[src/rtl/uart_tx_fifo_if.sv]
// uart_tx_fifo_if: producer/transmitter-side signals of the UART TX byte FIFO.
// Optional overflow signals exist only when UART_TX_FIFO_OVF_EN is defined.
interface uart_tx_fifo_if #(
    parameter int ADDR_W = 4
);
    logic              i_fWr;
    logic [7:0]        i_WrData;
    logic              o_fFull;
    logic              o_fEmpty;
    logic [ADDR_W:0]   o_Level;
    logic              o_fTx;
    logic [7:0]        o_TxData;
    logic              i_fTxReady;
    logic              i_fTxDone;
`ifdef UART_TX_FIFO_OVF_EN
    logic              o_fOverflow;
    logic              i_fClrOvf;

    modport slave (
        input  i_fWr, i_WrData, i_fTxReady, i_fTxDone, i_fClrOvf,
        output o_fFull, o_fEmpty, o_Level, o_fTx, o_TxData, o_fOverflow
    );
    modport master (
        output i_fWr, i_WrData, i_fTxReady, i_fTxDone, i_fClrOvf,
        input  o_fFull, o_fEmpty, o_Level, o_fTx, o_TxData, o_fOverflow
    );
`else
    modport slave (
        input  i_fWr, i_WrData, i_fTxReady, i_fTxDone,
        output o_fFull, o_fEmpty, o_Level, o_fTx, o_TxData
    );
    modport master (
        output i_fWr, i_WrData, i_fTxReady, i_fTxDone,
        input  o_fFull, o_fEmpty, o_Level, o_fTx, o_TxData
    );
`endif
endinterface

[src/rtl/uart_tx_fifo.sv]
// uart_tx_fifo: circular byte FIFO feeding a UART transmitter, one frame at a
// time. Strobes o_fTx for one cycle per byte, then waits for frame-done.
// Optional sticky overflow flag enabled by defining UART_TX_FIFO_OVF_EN.
module uart_tx_fifo #(
    parameter int DEPTH  = 16,
    parameter int ADDR_W = 4
) (
    input  logic           i_Clk,
    input  logic           i_Rst,
    uart_tx_fifo_if.slave  bus
);

    typedef enum logic [1:0] {
        IDLE      = 2'd0,
        ISSUE     = 2'd1,
        WAIT_DONE = 2'd2
    } state_t;

    state_t          state, state_nxt;
    logic [ADDR_W:0] wr_ptr, rd_ptr;
    logic [7:0]      mem [DEPTH];
    logic [7:0]      tx_data;
    logic            empty, full, pop, wr_accept;

    // Occupancy flags come straight from the registered pointers; the wrap
    // bit distinguishes full from empty when the address bits match.
    assign empty     = (wr_ptr == rd_ptr);
    assign full      = (wr_ptr[ADDR_W-1:0] == rd_ptr[ADDR_W-1:0]) &&
                       (wr_ptr[ADDR_W] != rd_ptr[ADDR_W]);
    // A full FIFO still takes a write when a slot frees up on the same edge.
    assign wr_accept = bus.i_fWr && (!full || pop);

    assign bus.o_fEmpty = empty;
    assign bus.o_fFull  = full;
    assign bus.o_Level  = wr_ptr - rd_ptr;
    assign bus.o_TxData = tx_data;
    // Strobe decoded from state so reset drops it without waiting for a clock.
    assign bus.o_fTx    = (state == ISSUE);

    // FSM state register.
    always_ff @(posedge i_Clk or posedge i_Rst) begin
        if (i_Rst) state <= IDLE;
        else       state <= state_nxt;
    end

    // Next state and dequeue decision; ready is only consulted in IDLE.
    always_comb begin
        state_nxt = state;
        pop       = 1'b0;
        case (state)
            IDLE: begin
                if (!empty && bus.i_fTxReady) begin
                    pop       = 1'b1;
                    state_nxt = ISSUE;
                end
            end
            ISSUE:     state_nxt = WAIT_DONE;
            WAIT_DONE: if (bus.i_fTxDone) state_nxt = IDLE;
            default:   state_nxt = IDLE;
        endcase
    end

    // Pointers and the transmit data register.
    always_ff @(posedge i_Clk or posedge i_Rst) begin
        if (i_Rst) begin
            wr_ptr  <= '0;
            rd_ptr  <= '0;
            tx_data <= 8'h00;
        end else begin
            if (wr_accept) wr_ptr <= wr_ptr + 1'b1;
            if (pop) begin
                rd_ptr  <= rd_ptr + 1'b1;
                tx_data <= mem[rd_ptr[ADDR_W-1:0]];
            end
        end
    end

    // Storage array; contents need no reset since the pointers gate reads.
    always_ff @(posedge i_Clk) begin
        if (wr_accept) mem[wr_ptr[ADDR_W-1:0]] <= bus.i_WrData;
    end

`ifdef UART_TX_FIFO_OVF_EN
    logic ovf;
    assign bus.o_fOverflow = ovf;

    // Sticky overflow: a dropped write wins over a same-cycle clear.
    always_ff @(posedge i_Clk or posedge i_Rst) begin
        if (i_Rst)                        ovf <= 1'b0;
        else if (bus.i_fWr && full && !pop) ovf <= 1'b1;
        else if (bus.i_fClrOvf)           ovf <= 1'b0;
    end
`endif

endmodule

[src/flat_wrapper.sv]
// flat-port wrapper written by rule: the top's interface ports become plain ports
module uart_tx_fifo_flat 
#(
    parameter int DEPTH  = 16,
    parameter int ADDR_W = 4
)
  (i_Clk, i_Rst, bus_i_fWr, bus_i_WrData, bus_i_fTxReady, bus_i_fTxDone, bus_o_fFull, bus_o_fEmpty, bus_o_Level, bus_o_fTx, bus_o_TxData);
  uart_tx_fifo_if #(.ADDR_W(ADDR_W)) bus_i ();
  input  logic i_Clk;
  input  logic i_Rst;
  input wire logic [$bits(bus_i.i_fWr)-1:0] bus_i_fWr;
  input wire logic [$bits(bus_i.i_WrData)-1:0] bus_i_WrData;
  input wire logic [$bits(bus_i.i_fTxReady)-1:0] bus_i_fTxReady;
  input wire logic [$bits(bus_i.i_fTxDone)-1:0] bus_i_fTxDone;
  output wire logic [$bits(bus_i.o_fFull)-1:0] bus_o_fFull;
  output wire logic [$bits(bus_i.o_fEmpty)-1:0] bus_o_fEmpty;
  output wire logic [$bits(bus_i.o_Level)-1:0] bus_o_Level;
  output wire logic [$bits(bus_i.o_fTx)-1:0] bus_o_fTx;
  output wire logic [$bits(bus_i.o_TxData)-1:0] bus_o_TxData;
  assign bus_i.i_fWr = bus_i_fWr;
  assign bus_i.i_WrData = bus_i_WrData;
  assign bus_i.i_fTxReady = bus_i_fTxReady;
  assign bus_i.i_fTxDone = bus_i_fTxDone;
  assign bus_o_fFull = bus_i.o_fFull;
  assign bus_o_fEmpty = bus_i.o_fEmpty;
  assign bus_o_Level = bus_i.o_Level;
  assign bus_o_fTx = bus_i.o_fTx;
  assign bus_o_TxData = bus_i.o_TxData;
  uart_tx_fifo #(.DEPTH(DEPTH), .ADDR_W(ADDR_W)) u_core (.i_Clk(i_Clk), .i_Rst(i_Rst), .bus(bus_i));
endmodule
[config.mk]
export PLATFORM = sky130hd
export DESIGN_NAME = uart_tx_fifo_flat
export DESIGN_NICKNAME = d
export VERILOG_FILES = /design/src/rtl/uart_tx_fifo_if.sv /design/src/rtl/uart_tx_fifo.sv /design/src/flat_wrapper.sv
export SDC_FILE = /design/constraint.sdc
export NUM_CORES = 1
export LEC_CHECK = 0
export ABC_AREA = 1
export CAP_MARGIN = 30
export CORE_MARGIN = 8
export CORE_UTILIZATION = 35
export DETAILED_ROUTE_END_ITERATION = 6
export MAX_ROUTING_LAYER = met4
export SLEW_MARGIN = 20
export SYNTH_ARGS = -nofsm -noshare
export SYNTH_HDL_FRONTEND = slang
export SYNTH_SLANG_ARGS = --single-unit
export TNS_END_PERCENT = 5
[constraint.sdc]
create_clock -name i_Clk -period 2.76 [get_ports i_Clk]
set_input_delay 0.276 -clock i_Clk [delete_from_list [all_inputs] [get_ports i_Clk]]
set_output_delay 0.276 -clock i_Clk [all_outputs]
set_load 0.03 [all_outputs]
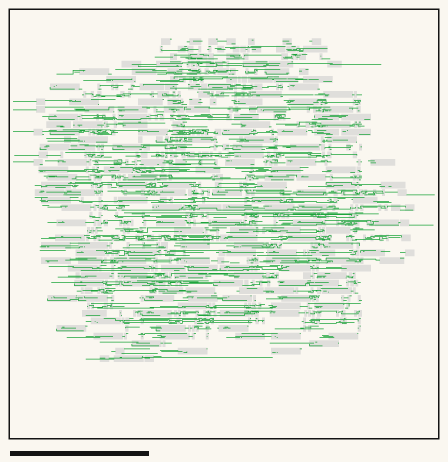
(images/layer_met1.png)
Bar = 50 µm. Cells faint in the background.
nets with wire on the layer: 677
main direction: horizontal
longest straight run: 71.8 µm
vias: 4354
GR Layer Usage met1: 0.169
drt total wl: 14700 µm

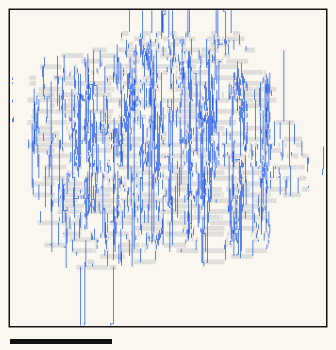
(images/layer_met2.png)
Bar = 50 µm. Cells faint in the background.
wire length on this layer: 7060 µm
nets with wire on the layer: 492
longest straight run: 63.9 µm
met2 Use GR: 0.212

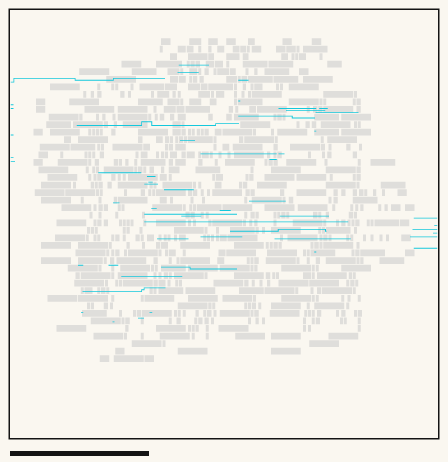
(images/layer_met3.png)
Bar = 50 µm. Cells faint in the background.
share of all routed wire: 4.5%
main direction: horizontal
wire length on this layer: 654 µm
longest straight run: 73.1 µm
nets with wire on the layer: 33

==> results_slide.txt <==
Implementation Results

Global routing
  – GR peak layer: met2
  – Largest net degree at the start of global routing: approximately 67
  – Total GRT Usage: 0.135
  – Global route overflow: 0
  – First-pass GRT wire length: 23700 µm
  – Number of antenna violations at the first check in global routing: 0

Clock tree
  – CTS Buf Count: 17
  – Cts hold-fix bufs: 0
  – Resized Gates After CTS: 0

Worst hold path
  – Min-Delay Path Class: in -> async

Cells and area
  – Max reg flops: approximately 130
  – Layout Cells excl Fill: between 900 and 1000
  – Count of plain and timing-repair buffers: roughly 50
  – FF+latch count: approximately 150
  – Antenna diodes: 0
  – Util after Layout: 0.418
  – Clock network area share: 0.0695
  – P&R area growth vs syn: 17.0%
  – Layout Nets: between 700 and 800
  – FILL cells: ~1800
  – Logic cell area: 0.00173 mm²

Worst setup path
  – Crit-path leading delay family: buffers and inverters
  – Crit start category: register
  – CP Data Required Time: about 2.5 ns
  – CP Launch Point: u_core.wr_ptr[0]
  – R2R setup slack: about 0.6 ns
  – R2r startpoint: u_core.wr_ptr[2]
  – Critical path depth: 5
  – CP max stage cell: clkdlybuf4s50_1
  – CP max stage delay: 0.66 ns

Flow run
  – MaxCap Viol Count: 0
  – Count of tool warnings: 29

Drt
  – DRT antenna net count: 0
  – Drt drc: 0
  – Met1 WL: 6790 µm
  – DR pass1 iterations: 5
  – Met3 WL: approximately 650 µm

Power and ir drop
  – Sequential share of power: 0.344
  – Psw: 3.35 mW
  – Clock share of power: 0.251
  – P_int: 5.12 mW
  – Seq power: 2.91 mW

Logic synthesis
  – Mux share: 0
  – Synth Area in XOR/XNOR: 0.0118
  – Ao+oa area frac: 0.00974
  – Ys Warns: 0
  – Mean Syn Cell Area: 10.1 µm²
  – Yosys stat area: around 0.0067 mm²
  – Distinct lib cells: 27
  – Top-area cell share: 0.575

Place
  – Placer Congestion: around 0.78
  – Worst slack, placed: 0.524 ns
  – I/O Buffers: 28

Floorplanning
  – Row Count: 50
  – Taps Inserted: approximately 230
  – Die Span Y: between 150 and 200 µm
  – Total core area: ~0.019 mm²

STA
  – # setup viols final: 0
  – Min Tclk post-route: between 2 and 3 ns
  – Clk_skew: roughly 0.006 ns

Run status
  – Status: completed
==> cells in the final DEF, fill, tap and decap left out, drive strengths merged <==
master / Yosys / routed
a21oi: 2 / 2
buf: 25 / 26
bufinv: 0 / 1
clkbuf: 1 / 17
clkdlybuf4s50: 0 / 23
clkinv: 1 / 10
clkinvlp: 0 / 5
dfrtp: 20 / 20
dlymetal6s2s: 0 / 1
edfxtp: 128 / 128
fa: 1 / 1
ha: 9 / 9
inv: 115 / 115
nand2: 187 / 187
nand3: 92 / 92
nor2: 57 / 57
nor2b: 1 / 1
nor3: 3 / 3
nor3b: 1 / 1
o21ai: 8 / 8
o21bai: 1 / 1
xnor2: 1 / 1
xor2: 8 / 8
Power is estimated from default activity; no workload was simulated.
